`src/rtl/sevenseg_pkg.sv`:
```
// sevenseg_pkg: segment/anode codes shared by the seven-segment driver and capture.
//   SEG_PAT[n]  active-low a..g pattern (index 0 = segment a) that displays digit n
//   AN_CODE[n]  active-low one-cold anode code selecting digit n
//   state_t     capture FSM states
//   mul10       x*10 built from shifts, used by the BCD-to-binary conversion
package sevenseg_pkg;

    typedef logic [0:6] seg_t;

    typedef enum logic {SCAN, CONVERT} state_t;

    localparam seg_t SEG_PAT [10] = '{
        7'b0000001, 7'b1001111, 7'b0010010, 7'b0000110, 7'b1001100,
        7'b0100100, 7'b0100000, 7'b0001111, 7'b0000000, 7'b0000100
    };

    localparam logic [3:0] AN_CODE [4] = '{4'b1110, 4'b1101, 4'b1011, 4'b0111};

    function automatic logic [13:0] mul10(input logic [13:0] x);
        return (x << 3) + (x << 1);
    endfunction

endpackage

```
`src/rtl/seg_decode.sv`:
```
// seg_decode: active-low seven-segment pattern to BCD digit.
//   seg_i    active-low segments, seg_i[0] = a ... seg_i[6] = g
//   digit_o  decoded digit, 0 when the pattern is not a digit
//   err_o    high when the pattern matches no digit
module seg_decode
    import sevenseg_pkg::*;
(
    input  seg_t       seg_i,
    output logic [3:0] digit_o,
    output logic       err_o
);

    always_comb begin
        digit_o = 4'd0;
        err_o   = 1'b1;
        for (int i = 0; i < 10; i++)
            if (seg_i == SEG_PAT[i]) begin
                digit_o = 4'(i);
                err_o   = 1'b0;
            end
    end

endmodule

```
`src/rtl/sevenseg_capture.sv`:
```
// sevenseg_capture: reconstructs the value shown on a multiplexed 4-digit display.
//   clk, rst  clock and asynchronous active-high reset
//   c         active-low segments, c[0] = a ... c[6] = g
//   d         active-low one-cold anodes, d[0] = least significant digit
//   dp        active-low decimal point
//   bcd       captured digits, [3:0] = digit 0 ... [15:12] = digit 3
//   value     binary equivalent of bcd
//   dp_mask   bit n set when digit n showed its decimal point
//   valid     one-cycle pulse when bcd/value/dp_mask/err update
//   err       captured frame held at least one undecodable pattern
//   stale     no complete frame for TIMEOUT cycles
module sevenseg_capture
    import sevenseg_pkg::*;
#(
    parameter int SETTLE  = 16,
    parameter int TIMEOUT = 2_000_000
) (
    input  logic        clk,
    input  logic        rst,
    input  logic [0:6]  c,
    input  logic [3:0]  d,
    input  logic        dp,
    output logic [15:0] bcd,
    output logic [13:0] value,
    output logic [3:0]  dp_mask,
    output logic        valid,
    output logic        err,
    output logic        stale
);

    localparam int CW = $clog2(SETTLE + 1);
    localparam int TW = $clog2(TIMEOUT + 1);

    state_t        state_q;
    logic [3:0]    d_q;
    logic [CW-1:0] cnt_q, cnt_d;
    logic [TW-1:0] tmo_q, tmo_d;
    logic [3:0]    seen_q, samp_mask;
    logic [3:0]    dig_q [4];
    logic [3:0]    dpm_q, er_q;
    logic [15:0]   bcd_q;
    logic [13:0]   value_q, value_d;
    logic [3:0]    dp_mask_q;
    logic          valid_q, err_q, stale_q;
    logic          legal, samp, dec_err;
    logic [1:0]    idx;
    logic [3:0]    dec_digit;

    seg_decode u_dec (
        .seg_i   (c),
        .digit_o (dec_digit),
        .err_o   (dec_err)
    );

    always_comb begin
        legal = 1'b0;
        idx   = 2'd0;
        for (int i = 0; i < 4; i++)
            if (d == AN_CODE[i]) begin
                legal = 1'b1;
                idx   = 2'(i);
            end
    end

    // The counter only passes SETTLE-1 once per dwell, so each dwell samples exactly once.
    assign cnt_d     = (!legal || d != d_q) ? '0 : (cnt_q == CW'(SETTLE)) ? cnt_q : cnt_q + 1'b1;
    assign samp      = cnt_d == CW'(SETTLE - 1);
    assign samp_mask = samp ? 4'(4'b0001 << idx) : 4'b0000;
    assign tmo_d     = (tmo_q == TW'(TIMEOUT)) ? tmo_q : tmo_q + 1'b1;
    assign value_d   = mul10(mul10(mul10({10'd0, dig_q[3]}) + {10'd0, dig_q[2]})
                       + {10'd0, dig_q[1]}) + {10'd0, dig_q[0]};

    always_ff @(posedge clk or posedge rst) begin
        if (rst) begin
            state_q   <= SCAN;
            d_q       <= 4'hF;
            cnt_q     <= '0;
            tmo_q     <= '0;
            seen_q    <= '0;
            dig_q     <= '{default: '0};
            dpm_q     <= '0;
            er_q      <= '0;
            bcd_q     <= '0;
            value_q   <= '0;
            dp_mask_q <= '0;
            valid_q   <= 1'b0;
            err_q     <= 1'b0;
            stale_q   <= 1'b0;
        end else begin
            d_q     <= d;
            cnt_q   <= cnt_d;
            valid_q <= 1'b0;
            if (samp) begin
                dig_q[idx] <= dec_digit;
                dpm_q[idx] <= ~dp;
                er_q[idx]  <= dec_err;
            end
            if (state_q == SCAN) begin
                tmo_q   <= tmo_d;
                stale_q <= tmo_d == TW'(TIMEOUT);
                seen_q  <= seen_q | samp_mask;
                if (seen_q == 4'hF)
                    state_q <= CONVERT;
            end else begin
                bcd_q     <= {dig_q[3], dig_q[2], dig_q[1], dig_q[0]};
                value_q   <= value_d;
                dp_mask_q <= dpm_q;
                err_q     <= |er_q;
                valid_q   <= 1'b1;
                tmo_q     <= '0;
                stale_q   <= 1'b0;
                // A digit sampled on this edge belongs to the next frame.
                seen_q    <= samp_mask;
                state_q   <= SCAN;
            end
        end
    end

    assign bcd     = bcd_q;
    assign value   = value_q;
    assign dp_mask = dp_mask_q;
    assign valid   = valid_q;
    assign err     = err_q;
    assign stale   = stale_q;

endmodule

```
`config.mk`:
```
export PLATFORM = sky130hd
export DESIGN_NAME = sevenseg_capture
export DESIGN_NICKNAME = d
export VERILOG_FILES = /design/src/rtl/sevenseg_pkg.sv /design/src/rtl/seg_decode.sv /design/src/rtl/sevenseg_capture.sv
export SDC_FILE = /design/constraint.sdc
export NUM_CORES = 1
export LEC_CHECK = 0
export ABC_AREA = 1
export CAP_MARGIN = 20
export CELL_PAD_IN_SITES_DETAIL_PLACEMENT = 1
export CELL_PAD_IN_SITES_GLOBAL_PLACEMENT = 1
export CORE_MARGIN = 3
export CORE_UTILIZATION = 40
export CTS_CLUSTER_DIAMETER = 200
export DETAILED_ROUTE_END_ITERATION = 12
export GPL_TIMING_DRIVEN = 0
export PLACE_DENSITY = 0.73
export SLEW_MARGIN = 10
export SYNTH_ARGS = -nofsm -noshare
export SYNTH_HDL_FRONTEND = slang
export SYNTH_SLANG_ARGS = --single-unit
```
`constraint.sdc`:
```
create_clock -name clk -period 5.5 [get_ports clk]
set_input_delay 1.65 -clock clk [delete_from_list [all_inputs] [get_ports clk]]
set_output_delay 1.65 -clock clk [all_outputs]
set_load 0.02 [all_outputs]
```
Sequential cells grouped by signal name:
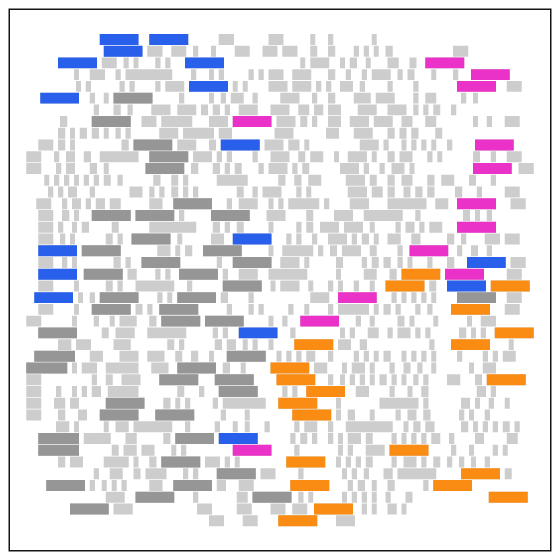
blue -> `bcd`  # placed flops 16
magenta -> `value`  # placed flops 13
orange -> `tmo_q`  # placed flops 21

The metal 2 layer:
Bar = 50 µm.
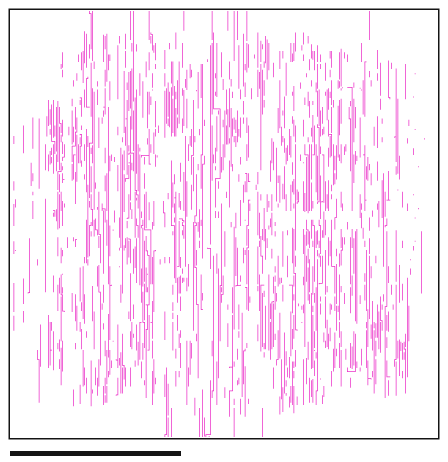
share of all routed wire = 49%
main direction = vertical
longest straight run = 58.1 µm
wire length on this layer = 7130 µm
nets with wire on the layer = 712

==> results.json <==
{
  "mux_share_pct": 0,
  "design.seq.count": 95,
  "final_cell_mix": "195 x nand2_1, 91 x dfrtp_1, 68 x inv_1, 66 x nor2_1, 50 x clkdlybuf4s50_1",
  "synth.most_common_cell": "nand2_1",
  "nNetsFinal": 816,
  "htree_levels": 3,
  "clkCellAreaFrac_pct": 5.22,
  "n_antenna_cell": 0,
  "worstHoldPathType": "flop to flop",
  "wl_um": 14400,
  "drv_cap": 0,
  "fp-row-count": 42,
  "crit_type": "flop to flop",
  "p_clk_mw": 0.747,
  "top_area_cell_class": "logic gates",
  "syn_area_per_cell_um2": 8.28,
  "yosys-stat-area_um2": 5680,
  "layout-drive-gt1-share_pct": 5.98,
  "status": "complete, no violations",
  "top_cells_by_count": "195 x nand2_1, 91 x dfrtp_1, 69 x inv_1",
  "die_h_um": 125,
  "compound_area_share_pct": 7.56,
  "drt-met1-wl_um": 6680,
  "route.met3.wl_um": 375,
  "antenna_found_initial": 0,
  "p_seq_share_pct": 46.9,
  "post-dp-hpwl_um": 11200,
  "p_int_mw": 1.18,
  "cp_data_arrival_time_ps": 5090,
  "slew-limit-headroom_pct": 49.6,
  "p_leak_nw": 3.54,
  "hold_violations": 0,
  "min_period_over_period_pct": 88.1,
  "fin_area_um2": 6780,
  "fp_util_pct": 41.9,
  "min_period_ps": 4840,
  "power.density_nw_per_um2": 220,
  "cts-hold-fix-buffers": 0,
  "crit_path_top_delay_cell": "fa_1",
  "final_cells": 929,
  "cpLargestDelayFamily": "adder cells"
}
Routed metal, one colour a layer:
Only two layers are drawn.
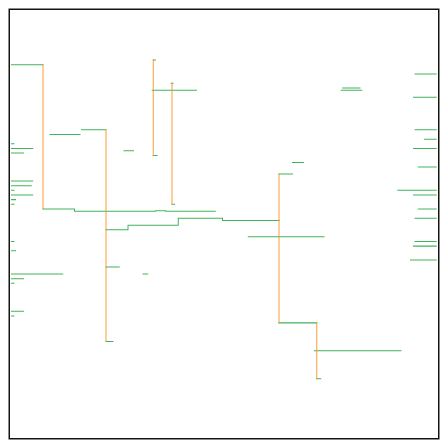
orange -> met4  # wire length 227 µm
green -> met3  # wire length 375 µm

